Fig. 1: met3 routing
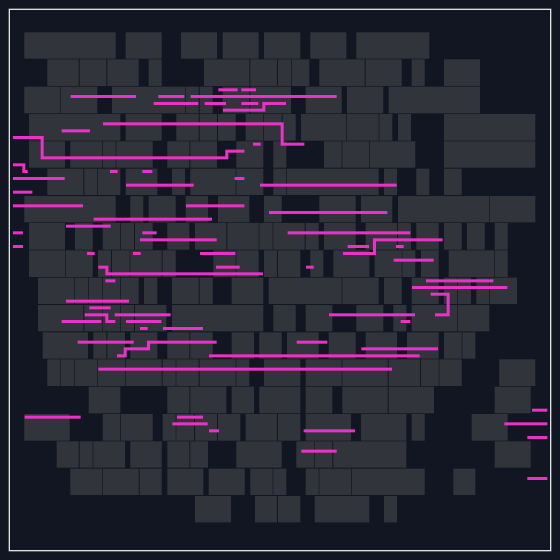
Fig. 2: sizing map
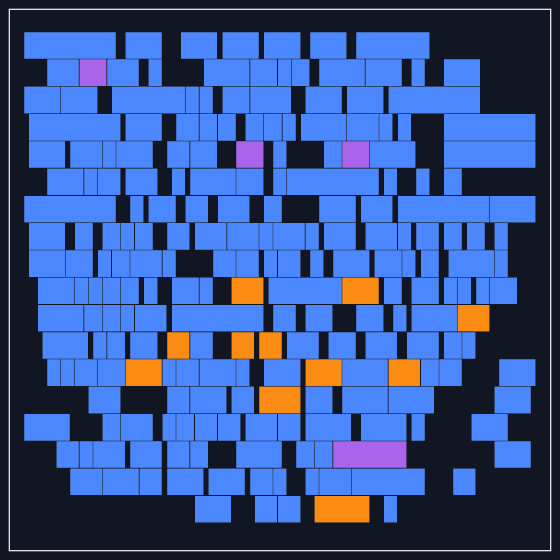
Fig. 3: congestion heat map
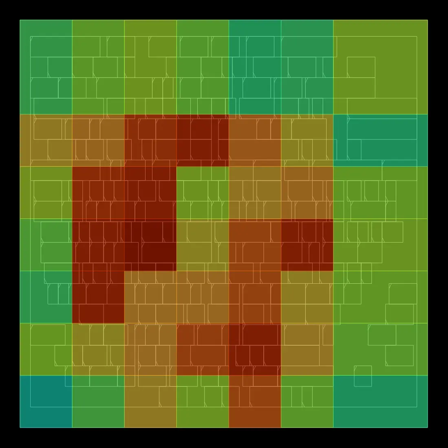
Fig. 4: routed clock nets over the placement
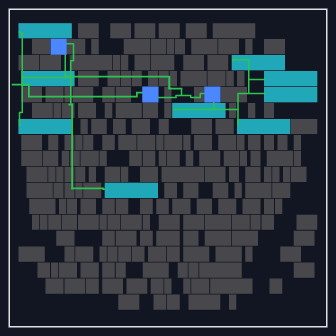
===== src/rtl/bcd_pkg.sv =====
// Shared BCD digit types and helpers for the clock datapath counters.
package bcd_pkg;

  typedef logic [3:0] bcd_t;

  typedef struct packed {
    logic c;
    bcd_t d;
  } bcd_step_t;

  localparam bcd_t BCD_MAX = 4'd9;

  function automatic bcd_step_t bcd_inc(input bcd_t d);
    bcd_step_t r;
    if (d >= BCD_MAX) begin
      r.c = 1'b1;
      r.d = 4'd0;
    end else begin
      r.c = 1'b0;
      r.d = d + 4'd1;
    end
    return r;
  endfunction

  function automatic bcd_step_t bcd_dec(input bcd_t d);
    bcd_step_t r;
    if (d == 4'd0) begin
      r.c = 1'b1;
      r.d = BCD_MAX;
    end else begin
      r.c = 1'b0;
      r.d = d - 4'd1;
    end
    return r;
  endfunction

  function automatic logic [6:0] bcd_to_bin(
    input bcd_t h,
    input bcd_t l
  );
    return 7'(h) * 7'd10 + 7'(l);
  endfunction

endpackage


===== src/rtl/bcd_mod_cnt_if.sv =====
// Control and status bundle of one BCD modulo counter stage.
interface bcd_mod_cnt_if;
  import bcd_pkg::*;

  logic CLR;
  logic EN;
  logic STEP;
  logic UP;
  logic LD;
  bcd_t LDH;
  bcd_t LDL;
  logic INC;
  bcd_t QH;
  bcd_t QL;
  logic CA;
  logic BR;
  logic TC;
  logic ERR;

  modport master (
    output CLR, EN, STEP, UP, LD, LDH, LDL, INC,
    input  QH, QL, CA, BR, TC, ERR
  );

  modport slave (
    input  CLR, EN, STEP, UP, LD, LDH, LDL, INC,
    output QH, QL, CA, BR, TC, ERR
  );

endinterface


===== src/rtl/bcd_digit_step.sv =====
// One BCD digit: combinational next value with carry/borrow out.
module bcd_digit_step
  import bcd_pkg::*;
(
  input  bcd_t d,
  input  logic up,
  input  logic ci,
  output bcd_t q,
  output logic co
);

  bcd_step_t s;

  always_comb begin
    s  = up ? bcd_inc(d) : bcd_dec(d);
    q  = d;
    co = 1'b0;
    if (ci) begin
      q  = s.d;
      co = s.c;
    end
  end

endmodule


===== src/rtl/bcd_mod_cnt.sv =====
// Two-digit BCD modulo counter with preset, set-mode increment and
// same-cycle carry/borrow for direct cascading.
module bcd_mod_cnt
  import bcd_pkg::*;
#(
  parameter int MOD       = 60,
  parameter int INC_CARRY = 0,
  parameter int LD_CHECK  = 1
) (
  input logic         CLK,
  input logic         RST,
  bcd_mod_cnt_if.slave bus
);

  if (MOD < 2 || MOD > 100) begin : g_bad_mod
    $error("bcd_mod_cnt: MOD must be in 2..100");
  end

  localparam bcd_t MAXH = bcd_t'((MOD - 1) / 10);
  localparam bcd_t MAXL = bcd_t'((MOD - 1) % 10);
  localparam logic [6:0] VMAX = 7'(MOD - 1);
  localparam logic [6:0] VMOD = 7'(MOD);

  bcd_t qh, ql;
  logic err;
  logic [6:0] v;
  logic at_max, at_zero;
  logic dir;
  bcd_t u_q, t_q;
  logic u_co, t_co_unused;
  bcd_t n_h, n_l;
  logic ld_ok;
  logic ca_cnt, ca_inc;

  assign v       = bcd_to_bin(qh, ql);
  assign at_max  = (v == VMAX);
  assign at_zero = (v == 7'd0);

  // INC always moves upward whatever UP says
  assign dir = bus.INC | bus.UP;

  bcd_digit_step u_units (
    .d  (ql),
    .up (dir),
    .ci (1'b1),
    .q  (u_q),
    .co (u_co)
  );

  bcd_digit_step u_tens (
    .d  (qh),
    .up (dir),
    .ci (u_co),
    .q  (t_q),
    .co (t_co_unused)
  );

  always_comb begin
    n_h = t_q;
    n_l = u_q;
    if (dir && at_max) begin
      n_h = 4'd0;
      n_l = 4'd0;
    end else if (!dir && at_zero) begin
      n_h = MAXH;
      n_l = MAXL;
    end
  end

  always_comb begin
    ld_ok = 1'b1;
    if (LD_CHECK != 0) begin
      ld_ok = (bus.LDH <= BCD_MAX)
            && (bus.LDL <= BCD_MAX)
            && (bcd_to_bin(bus.LDH, bus.LDL) < VMOD);
    end
  end

  always_ff @(posedge CLK or posedge RST) begin
    if (RST) begin
      qh  <= 4'd0;
      ql  <= 4'd0;
      err <= 1'b0;
    end else begin
      err <= 1'b0;
      if (bus.CLR) begin
        qh <= 4'd0;
        ql <= 4'd0;
      end else if (bus.LD) begin
        if (ld_ok) begin
          qh <= bus.LDH;
          ql <= bus.LDL;
        end else begin
          err <= 1'b1;
        end
      end else if (bus.INC || (bus.EN && bus.STEP)) begin
        qh <= n_h;
        ql <= n_l;
      end
    end
  end

  assign ca_cnt = bus.EN & bus.STEP & bus.UP & at_max;
  assign ca_inc = (INC_CARRY != 0) & bus.INC & at_max;

  assign bus.CA = ~RST & ~bus.CLR & ~bus.LD & (ca_cnt | ca_inc);
  assign bus.BR = ~RST & ~bus.CLR & ~bus.LD & ~bus.INC
                & bus.EN & bus.STEP & ~bus.UP & at_zero;

  assign bus.TC  = bus.UP ? at_max : at_zero;
  assign bus.QH  = qh;
  assign bus.QL  = ql;
  assign bus.ERR = err;

endmodule


===== src/flat_wrapper.sv =====
// flat-port wrapper written by rule: the top's interface ports become plain ports
module bcd_mod_cnt_flat import bcd_pkg::*;
#(
  parameter int MOD       = 60,
  parameter int INC_CARRY = 0,
  parameter int LD_CHECK  = 1
)
  (CLK, RST, bus_CLR, bus_EN, bus_STEP, bus_UP, bus_LD, bus_LDH, bus_LDL, bus_INC, bus_QH, bus_QL, bus_CA, bus_BR, bus_TC, bus_ERR);
  bcd_mod_cnt_if bus_i ();
  input logic CLK;
  input logic RST;
  input wire logic [$bits(bus_i.CLR)-1:0] bus_CLR;
  input wire logic [$bits(bus_i.EN)-1:0] bus_EN;
  input wire logic [$bits(bus_i.STEP)-1:0] bus_STEP;
  input wire logic [$bits(bus_i.UP)-1:0] bus_UP;
  input wire logic [$bits(bus_i.LD)-1:0] bus_LD;
  input wire logic [$bits(bus_i.LDH)-1:0] bus_LDH;
  input wire logic [$bits(bus_i.LDL)-1:0] bus_LDL;
  input wire logic [$bits(bus_i.INC)-1:0] bus_INC;
  output wire logic [$bits(bus_i.QH)-1:0] bus_QH;
  output wire logic [$bits(bus_i.QL)-1:0] bus_QL;
  output wire logic [$bits(bus_i.CA)-1:0] bus_CA;
  output wire logic [$bits(bus_i.BR)-1:0] bus_BR;
  output wire logic [$bits(bus_i.TC)-1:0] bus_TC;
  output wire logic [$bits(bus_i.ERR)-1:0] bus_ERR;
  assign bus_i.CLR = bus_CLR;
  assign bus_i.EN = bus_EN;
  assign bus_i.STEP = bus_STEP;
  assign bus_i.UP = bus_UP;
  assign bus_i.LD = bus_LD;
  assign bus_i.LDH = bus_LDH;
  assign bus_i.LDL = bus_LDL;
  assign bus_i.INC = bus_INC;
  assign bus_QH = bus_i.QH;
  assign bus_QL = bus_i.QL;
  assign bus_CA = bus_i.CA;
  assign bus_BR = bus_i.BR;
  assign bus_TC = bus_i.TC;
  assign bus_ERR = bus_i.ERR;
  bcd_mod_cnt #(.MOD(MOD), .INC_CARRY(INC_CARRY), .LD_CHECK(LD_CHECK)) u_core (.CLK(CLK), .RST(RST), .bus(bus_i));
endmodule

===== config.mk =====
export PLATFORM = sky130hd
export DESIGN_NAME = bcd_mod_cnt_flat
export DESIGN_NICKNAME = d
export VERILOG_FILES = /design/src/rtl/bcd_pkg.sv /design/src/rtl/bcd_mod_cnt_if.sv /design/src/rtl/bcd_digit_step.sv /design/src/rtl/bcd_mod_cnt.sv /design/src/flat_wrapper.sv
export SDC_FILE = /design/constraint.sdc
export NUM_CORES = 1
export LEC_CHECK = 0
export CORE_MARGIN = 1
export CORE_UTILIZATION = 57
export DETAILED_ROUTE_END_ITERATION = 12
export PLACE_DENSITY = 0.94
export SYNTH_ARGS = -nofsm -noshare
export SYNTH_HDL_FRONTEND = slang
export SYNTH_SLANG_ARGS = --single-unit

===== constraint.sdc =====
create_clock -name CLK -period 9.13 [get_ports CLK]
set_input_delay 1.3695 -clock CLK [delete_from_list [all_inputs] [get_ports CLK]]
set_output_delay 1.3695 -clock CLK [all_outputs]
set_load 0.005 [all_outputs]

==> qor.csv <==
metric;value;unit
final_core_utilization;73.37;%
warning_count;30;
switching_part_of_the_total_power;45.78;%
cts_sinks;9;
r2r-end;u_core.bus.QH[3];
grt_start_max_net_pins;17;
grt_busiest_layer;met2;
rsz0062_at_grt;no;
pwr_cell_area;128.7;nW/um^2
worstHoldPathType;flop to flop;
postSynthAreaPerCell;7.820;sq um
min_delay_worst_endpoint;u_core.bus.QL[1];
simple_gate_share;22.69;%
holdPathStages;1;
layout-drive-gt1-share;6.849;%
regToRegStartpoint;u_core.bus.QH[3];
pwr-share-comb;61.3;%
fp_util;61.31;%
startpoint_class;flop;
postCtsHoldBufs;0;
pg_clk;0.0326;mW
mux_area_share;2.041;%
post_cts.repair.setup_buffers;0;
clock_power_share;13.8;%
worstPathCellList;ha_1 -> ha_1 -> inv_1 -> fa_1 -> a21boi_0 -> o21ai_0 -> a2111oi_0 -> nand2_1 -> nor4_1 -> clkdlybuf4s50_1;
crit_path_top_delay_cell;sky130_fd_sc_hd__a2111oi_0;
grt_pass1_vias;1579;
highest_power_group;combinational cells;
detail-route-antenna-nets;0;
sequentialPower;0.0588;mW
gp_congestion;0.8754;
crit_path_max_fanout;15;
worst_slew_pin_slew;0.9945;ns
crit_path_frequent_cell;sky130_fd_sc_hd__ha_1;
synthXorXnorAreaFrac;2.286;%
fin_hold_ws;0.6943;ns
synthDominantAreaCellType;sky130_fd_sc_hd__dfrtp_1;
ir_worst_vdd;0.1193;mV
synthesis.instances;196;
initial_antenna_violation_count;0;
route.top_layer_used;met4;
status;finished, final reports clean;
die_outline_height;53.86;um
final_common_cell;sky130_fd_sc_hd__clkdlybuf4s50_1;
finClkSkew;0.009825;ns
top_level_ports;28;
final-setup-viol-count;0;
seq_power_share;24.9;%
row_count;18;
hold_start;u_core.bus.QL[1];
cts.htree.levels;1;
p_int;0.1280;mW
wl_met1;1736;um
clock_insertion_delay_worst_skew;0.27;ns
compound_gate_fraction_of_synth_area;32.65;%
finalMaxSlewViolations;0;
crit_start;u_core.bus.QH[3];
syn-num-nets;233;
timing.critical_path.required;7.76;ns
yosysCellCount;196;
synth.cellmix.adderShare;19.10;%
cap_viol_max_count;0;
cts.reportedPaths.clkPinSlew;0.07;ns
edf_count;0;
die_area;2900;sq um
achievable-frequency;181.2;MHz
fp.dieW;53.86;um
synth_area;1533;sq um
cts_tree;built;
layout_worst_path_cycle_share;60.45;%
met1_usage;38.23;%
fp.coreArea;2500;sq um
drtIter0Drc;100;
yosys_most_used_dff;sky130_fd_sc_hd__dfrtp_1;
synth.area.top_cells;sky130_fd_sc_hd__dfrtp_1 (15%), sky130_fd_sc_hd__ha_1 (14%), sky130_fd_sc_hd__fa_1 (5.2%);
antenna_cells;0;
pwr.group.combinational;0.145;mW
finish.net_count;257;
synth-async-reset-ratio;100.0;%
wl_per_cell;17.71;um
cts_made_buffers;3;
tns;0;ns
yosysChipArea;1533;sq um
cp_num_buf_inv;2;
reg2reg_depth;9;
path_class;flop to primary output;
yosysWarningCount;0;
layout_top_cells;sky130_fd_sc_hd__clkdlybuf4s50_1 (27), sky130_fd_sc_hd__inv_1 (18), sky130_fd_sc_hd__ha_1 (17);
setup.worst_path.end;bus_BR;
leading_cell_types_by_count_after_synthesis;sky130_fd_sc_hd__inv_1 (18), sky130_fd_sc_hd__ha_1 (17), sky130_fd_sc_hd__nor2_1 (15), sky130_fd_sc_hd__nand2_1 (14), sky130_fd_sc_hd__o21ai_0 (11);
worst_path_largest_cell_delay;0.89;ns
globalRoute.totalOverflow;0;
detailedRoute.firstPassIterationCount;5;
seq_area_frac_synth;14.69;%
reg2reg_slack;5.43;ns
yosysMostFrequentCell;sky130_fd_sc_hd__inv_1;
dp.final_hpwl;3391;um
path_delay_family;AND-OR/OR-AND gates;
max_slew_margin;31.99;%
synth.ff_latch_count;9;
io_buffer_count;27;
p_leak;0.7077;nW
About Fig. 1:
main direction: horizontal
longest straight run: 29.0 um
share of all routed wire: 8.6%
aggregate routed wire length: 4409 um
met3 Resource Use GR: 8.475%
routed vias: 1765

About Fig. 2:
legend:
  orange:
    size: drive 2
    cells: 11
    share: 5.0%
  blue:
    size: drive 1 or less
    cells: 204
    share: 93%
  purple:
    size: drive 3 to 4
    cells: 4
    share: 1.8%
Repair and plain buffers: 27
Setup WS post-layout: 3.611 ns
synth-to-layout area growth: 19.67%
Finished Cell Area: 1834 sq um

About Fig. 3:
total track usage: 32.31%
GR Layer Usage met2: 54.73%

About Fig. 4:
legend:
  cyan:
    item: flip-flops
    count: 9
  blue:
    item: cells driving clock nets
    count: 3
  green:
    item: clock wires
    length: 159 um
routed clock nets: 4

-- through the flow --
| step | std cells | setup WS, ns | total power, mW | cell area [sq um] |
|---|---|---|---|---|
| floorplan | 196 | 4.895 | 0.1544 | 1533 |
| global placement | 245 | 4.147 | 0.1916 | 1808 |
| detailed placement | 245 | 4.000 | 0.1991 | 1808 |
| CTS | 249 | 3.687 | 0.2330 | 1834 |
| global route | 249 | 3.406 | 0.2530 | 1834 |
| finish | 249 | 3.611 | 0.2361 | 1834 |
-- area by class of cell --
type / instances / area (sq um)
fill: 204 / 665.6
clock buffer: 4 / 26.28
inverter: 18 / 67.56
tap: 30 / 37.54
multi-input combinational: 161 / 1207
timing repair buffer: 27 / 270.3
sequential: 9 / 225.2
Power is estimated from default activity; no workload was simulated.
